$ cat config.mk
export PLATFORM = sky130hd
export DESIGN_NAME = updi_responder
export DESIGN_NICKNAME = d
export VERILOG_FILES = /design/src/rtl/updi_pkg.sv /design/src/rtl/uart.sv /design/src/rtl/updi_responder.sv
export SDC_FILE = /design/constraint.sdc
export NUM_CORES = 1
export LEC_CHECK = 0
export ABC_AREA = 1
export CAP_MARGIN = 20
export CORE_UTILIZATION = 50
export CTS_CLUSTER_SIZE = 40
export DETAILED_ROUTE_END_ITERATION = 12
export PLACE_DENSITY = 0.72
export RECOVER_POWER = 100
export SYNTH_ARGS = -nofsm -noshare
export SYNTH_HDL_FRONTEND = slang
export SYNTH_HIERARCHICAL = 1
export SYNTH_SLANG_ARGS = --single-unit
$ cat constraint.sdc
create_clock -name clk -period 5.4 [get_ports clk]
set_input_delay 1.08 -clock clk [delete_from_list [all_inputs] [get_ports clk]]
set_output_delay 1.08 -clock clk [all_outputs]
set_load 0.02 [all_outputs]
$ cat src/rtl/updi_pkg.sv
// updi_pkg: shared UPDI constants and responder state type
package updi_pkg;
  localparam logic [7:0] SYNC_BYTE = 8'h55;
  localparam logic [3:0] OP_LDCS = 4'h8;
  localparam logic [3:0] OP_STCS = 4'hC;
  typedef enum logic [2:0] {IDLE, INSTR, STCS_DATA, GUARD, RESP_TX} resp_state_e;
endpackage

$ cat src/rtl/uart.sv
// uart: one-bit-per-clock UART with configurable data bits, parity and stop bits
module uart #(
  parameter int DATA_BITS = 8,
  parameter string PARITY_BIT = "even",
  parameter int STOP_BITS = 2
) (
  input  logic clk,
  input  logic rst,
  input  logic rx,
  output logic rx_valid,
  output logic rx_err,
  output logic [DATA_BITS-1:0] rx_data,
  input  logic tx_start,
  input  logic [DATA_BITS-1:0] tx_data,
  output logic tx,
  output logic tx_ready
);
  localparam int PB = (PARITY_BIT == "none") ? 0 : 1;
  localparam int N = DATA_BITS + PB + STOP_BITS;
  localparam int FL = N + 1;
  localparam int CW = $clog2(FL + 1);
  logic [CW-1:0] rcnt_q, rcnt_d, tcnt_q, tcnt_d;
  logic [N-2:0] rsh_q, rsh_d;
  logic [N-1:0] rf;
  logic [FL-1:0] tf;
  logic [FL-2:0] tsh_q, tsh_d;
  logic tx_q, tx_d, go;
  // receiver: rx_valid/rx_err are presented during the last stop bit itself
  always_comb begin
    rf = {rx, rsh_q};
    rx_valid = rcnt_q == CW'(N);
    rx_data = rf[DATA_BITS-1:0];
    rx_err = ~&rf[N-1:DATA_BITS+PB] | ((PB != 0) && ((^rf[DATA_BITS:0]) != (PARITY_BIT == "odd")));
    rsh_d = (rcnt_q != '0 && !rx_valid) ? {rx, rsh_q[N-2:1]} : rsh_q;
    rcnt_d = rx_valid ? '0 : rcnt_q != '0 ? rcnt_q + 1'b1 : {{(CW-1){1'b0}}, ~rx};
  end
  // transmitter: ready is reported during the final stop bit
  always_comb begin
    tf = '1;
    tf[DATA_BITS:0] = {tx_data, 1'b0};
    if (PB != 0) tf[DATA_BITS+1] = (^tx_data) ^ (PARITY_BIT == "odd");
    tx_ready = tcnt_q == '0;
    go = tx_start && tx_ready;
    tx_d = go ? 1'b0 : tx_ready ? 1'b1 : tsh_q[0];
    tsh_d = go ? tf[FL-1:1] : {1'b1, tsh_q[FL-2:1]};
    tcnt_d = go ? CW'(N) : tx_ready ? '0 : tcnt_q - 1'b1;
  end
  // state registers; reset parks the line high
  always_ff @(posedge clk) begin
    if (rst) begin
      rcnt_q <= '0;
      rsh_q <= '0;
      tcnt_q <= '0;
      tsh_q <= '1;
      tx_q <= 1'b1;
    end else begin
      rcnt_q <= rcnt_d;
      rsh_q <= rsh_d;
      tcnt_q <= tcnt_d;
      tsh_q <= tsh_d;
      tx_q <= tx_d;
    end
  end
  assign tx = tx_q;
endmodule

$ cat src/rtl/updi_responder.sv
// updi_responder: UPDI LDCS/STCS responder; define UPDI_RESPONDER_ERR_REG_EN to map err onto CS register 0x2
module updi_responder
  import updi_pkg::*;
#(
  parameter int GUARD_CYCLES = 2,
  parameter logic [7:0] REVISION = 8'h30
) (
  input  logic clk,
  input  logic rst,
  input  logic rx,
  output logic tx,
  output logic cs_we,
  output logic [3:0] cs_waddr,
  output logic [7:0] cs_wdata,
  output logic busy,
  output logic err
);
  localparam int GW = $clog2(GUARD_CYCLES + 1);
  resp_state_e state_q, state_d;
  logic [3:0] addr_q, addr_d, cs_waddr_q, cs_waddr_d;
  logic [15:0][7:0] regs_q, regs_d;
  logic [GW-1:0] gcnt_q, gcnt_d;
  logic [7:0] cs_wdata_q, cs_wdata_d, rd_data, rx_data;
  logic err_q, err_d, cs_we_q, cs_we_d;
  logic rx_valid, rx_err, tx_start, tx_ready, listen, line_rx;
  assign listen = state_q inside {IDLE, INSTR, STCS_DATA};
  assign line_rx = rx | ~listen;
  uart #(.DATA_BITS(8), .PARITY_BIT("even"), .STOP_BITS(2)) u_uart (
    .clk(clk),
    .rst(~rst),
    .rx(line_rx),
    .rx_valid(rx_valid),
    .rx_err(rx_err),
    .rx_data(rx_data),
    .tx_start(tx_start),
    .tx_data(rd_data),
    .tx(tx),
    .tx_ready(tx_ready)
  );
  // read mux feeding the LDCS response
  always_comb begin
`ifdef UPDI_RESPONDER_ERR_REG_EN
    rd_data = addr_q == 4'h0 ? REVISION : addr_q == 4'h2 ? {7'b0, err_q} : regs_q[addr_q];
`else
    rd_data = addr_q == 4'h0 ? REVISION : regs_q[addr_q];
`endif
  end
  // protocol FSM and register file update
  always_comb begin
    state_d = state_q;
    addr_d = addr_q;
    regs_d = regs_q;
    err_d = err_q;
    gcnt_d = gcnt_q;
    cs_we_d = 1'b0;
    cs_waddr_d = cs_waddr_q;
    cs_wdata_d = cs_wdata_q;
    tx_start = 1'b0;
    if (listen && rx_valid && rx_err) begin
      err_d = 1'b1;
      state_d = IDLE;
    end else begin
      case (state_q)
        IDLE: state_d = (rx_valid && rx_data == SYNC_BYTE) ? INSTR : IDLE;
        INSTR: if (rx_valid) begin
          addr_d = rx_data[3:0];
          gcnt_d = GW'(GUARD_CYCLES - 1);
          state_d = rx_data[7:4] == OP_LDCS ? GUARD : rx_data[7:4] == OP_STCS ? STCS_DATA : IDLE;
          err_d = err_q | (rx_data[7:4] != OP_LDCS && rx_data[7:4] != OP_STCS);
        end
        STCS_DATA: if (rx_valid) begin
          cs_we_d = 1'b1;
          cs_waddr_d = addr_q;
          cs_wdata_d = rx_data;
          state_d = IDLE;
`ifdef UPDI_RESPONDER_ERR_REG_EN
          if (addr_q == 4'h2) err_d = err_q & ~rx_data[0];
          else if (addr_q != 4'h0) regs_d[addr_q] = rx_data;
`else
          if (addr_q != 4'h0) regs_d[addr_q] = rx_data;
`endif
        end
        GUARD: begin
          tx_start = gcnt_q == '0;
          gcnt_d = gcnt_q - 1'b1;
          state_d = tx_start ? RESP_TX : GUARD;
        end
        RESP_TX: state_d = tx_ready ? IDLE : RESP_TX;
        default: state_d = IDLE;
      endcase
    end
  end
  // state registers with synchronous active-low reset
  always_ff @(posedge clk) begin
    if (!rst) begin
      state_q <= IDLE;
      addr_q <= '0;
      regs_q <= '0;
      err_q <= 1'b0;
      gcnt_q <= '0;
      cs_we_q <= 1'b0;
      cs_waddr_q <= '0;
      cs_wdata_q <= '0;
    end else begin
      state_q <= state_d;
      addr_q <= addr_d;
      regs_q <= regs_d;
      err_q <= err_d;
      gcnt_q <= gcnt_d;
      cs_we_q <= cs_we_d;
      cs_waddr_q <= cs_waddr_d;
      cs_wdata_q <= cs_wdata_d;
    end
  end
  assign busy = state_q != IDLE;
  assign err = err_q;
  assign cs_we = cs_we_q;
  assign cs_waddr = cs_waddr_q;
  assign cs_wdata = cs_wdata_q;
endmodule

Figure 1. The metal 1 layer.
Supply wires on this layer in gray.
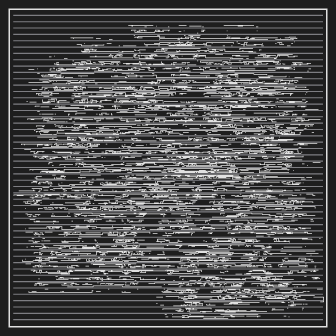
wire length on this layer: 10300 um
longest straight run: 45.1 um
main direction: horizontal

Figure 2. Metal 2.
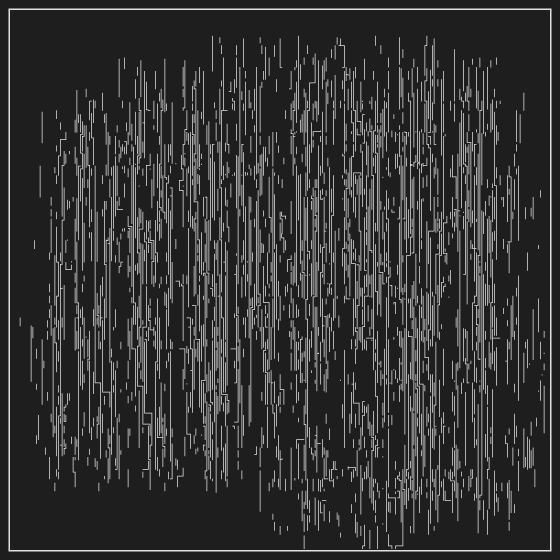
longest straight run: 71.4 um
main direction: vertical
share of all routed wire: 46%
nets with wire on the layer: 938
wire length on this layer: 10300 um
routed via count: 8108
Post-Route WL: 22500 um
GR Util met2: 41.9%

==> CHANGELOG.md <==
### Metrics

- Power density cells: 292 mW/mm2
- Post-Synthesis Cells: 1437
- Most numerous logic cell after layout: nand2_1
- Hold Startpoint: regs_q[3]$_SDFFE_PN0P_
- Max-cap viol count: 2
- FA/HA/MAJ Cells, Area Fraction: 0.561%
- Placed instance count: 1614
- YS chip area: 0.00892 mm2
- Buffers on Ports: 18
- Avg Inst Size Synth: 6.21 um2
- Top cells by area: dfxtp_1, nand2_1, nor2_1
- Reg2Reg Depth: 14
- Mapped Nets: 1444
- First-pass GRT wire length: 36500 um
- Yosys top cell area share: 40.2%
- Final setup vio count: 0
- Most common cell in the netlist: nand2_1
- Crit path kind: reg2reg
- DRT antenna net count: 0
- Logic pwr share: 6.4%
- Hpwl dp: 14400 um
- Crit end category: register
- Tool warnings: 27
- Synth Warn #: 6
- Placement Cell Area: 0.00910 mm2
- H-tree depth: 4
- Seq group: 1.39 mW
- Max VDD drop: 0.000247 V
- Final hold vios: 0
- Worst-Skew Late Latency: 0.43 ns
- Hold buffer count at CTS: 0
- Switching Fraction: 25.3%
- Post-synth ARST share: 0%
- Post_cts resized: 0
- Hold_ws: 0.425 ns
- Final Core Density: 55.2%
- Failing checks: max-capacitance violations, max-slew violations
- Initial drt markers: 525
- Clock share of power: 43.8%
- Logic power comb: 0.178 mW
- Boundary Pins: 19
- Floorplan core density: 51.4%
- MUX area fraction: 0%
- Unique masters post-synth: 34
- Setup TNS: 0 ns
- CTS tree: done
- Part of the power in registers: 49.8%
- Max-slew violation count: 45
- Pwr Total: 2.79 mW
- RSZ-0062 raised after global routing: no
- Core Area: 0.0174 mm2
- Reg2Reg Launch Point: u_uart/rsh_q[4]$_SDFFE_PP0P_
- Synth Seq Share: 40.2%
- CTS root buffer: clkbuf_16
- Area growth syn-to-layout: 7.40%
- Die ar.: 0.0184 mm2
- Via density: 4.93
- Worst hold stages: 2
- GP Congestion: 0.880
- Xor/xnor share: 0.785%
- R2r setup slk: 1.31 ns
- Diodes inserted: 0
- First-pass detailed-route iteration total: 6
- FILL cells: 1708
- Post-Layout Cell Count: 1645
- Die Height: 136 um
- Post-CTS Setup Repair Bufs: 0
- Initial antenna violation count: 0
- Total CTS buffers: 17
- Post-synth top cells: nand2_1, nor2_1, dfxtp_1
- Leakage power: 4.90 nW
- Number of enable flip-flop cells: 0
- Status: complete, but fails checks
- P_clk: 1.22 mW
- Area fraction in compound gates: 6.27%
Figure 3. Met3 routing.
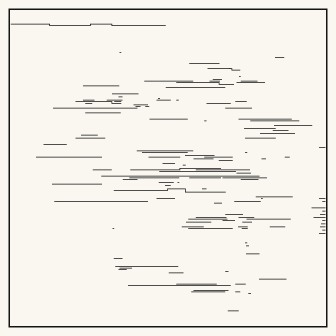
wire length on this layer: 1360 um
share of all routed wire: 6.0%
met3 Use GR: 4.12%

==> per-layer routing <==
| metal | part of all wire (%) | vias to the layer above | track usage [%] |
|---|---|---|---|
| met5 | 0 | - | 0 |
| met4 | 2.3 | 0 | 11.0 |
| met3 | 6.0 | 33 | 4.12 |
| met2 | 46 | 231 | 41.9 |
| met1 | 46 | 3600 | 33.1 |
| li1 | - | 4244 | - |
==> critical path: stages (launching register included) <==
cell	delay, ns
dfxtp_1	0.97
nand2_1	0.12
nand2_1	0.13
nand2_1	0.05
nand2_1	0.08
nand3_1	0.07
nand3_1	0.07
nand3_1	0.08
nand4_1	0.09
buf_4	0.29
nand2_1	0.30
inv_1	0.92
nand3_1	0.50
nor2_1	0.22
nor2_1	0.06
==> worst max path at each step <==
stage                     slack (ns)  cells past startpoint                       to
final                           1.31                     14  regs_q[18]$_SDFFE_PN0P_
after detailed placement        1.46                     12  regs_q[20]$_SDFFE_PN0P_
after floorplan                 2.84                     12  regs_q[77]$_SDFFE_PN0P_
after CTS                       1.69                     14  regs_q[20]$_SDFFE_PN0P_
after global routing            0.94                     14  regs_q[18]$_SDFFE_PN0P_
after global placement          1.56                     12  regs_q[20]$_SDFFE_PN0P_
==> final cells by class <==
cell class,count,area [um2],share of cell area [%]
clock buffers,18,439,4.58
clock inverters,13,136,1.42
inverters,169,636,6.63
multi-input cells,1011,4240,44.3
flip-flops and latches,179,3580,37.4
well taps,225,282,2.94
repair buffers,30,262,2.73
==> state kept, by name (all words and copies together) (netlist names) <==
name and flops:
u_uart/tx 1, state_q 3, u_uart/tcnt_q 4, cs_we 1
u_uart/tsh_q 9, cs_waddr 4, addr_q 4, cs_wdata 8
gcnt_q 2, u_uart/rsh_q 10, regs_q 128, err 1
u_uart/rcnt_q 4
Power and IR drop assume default switching activity.
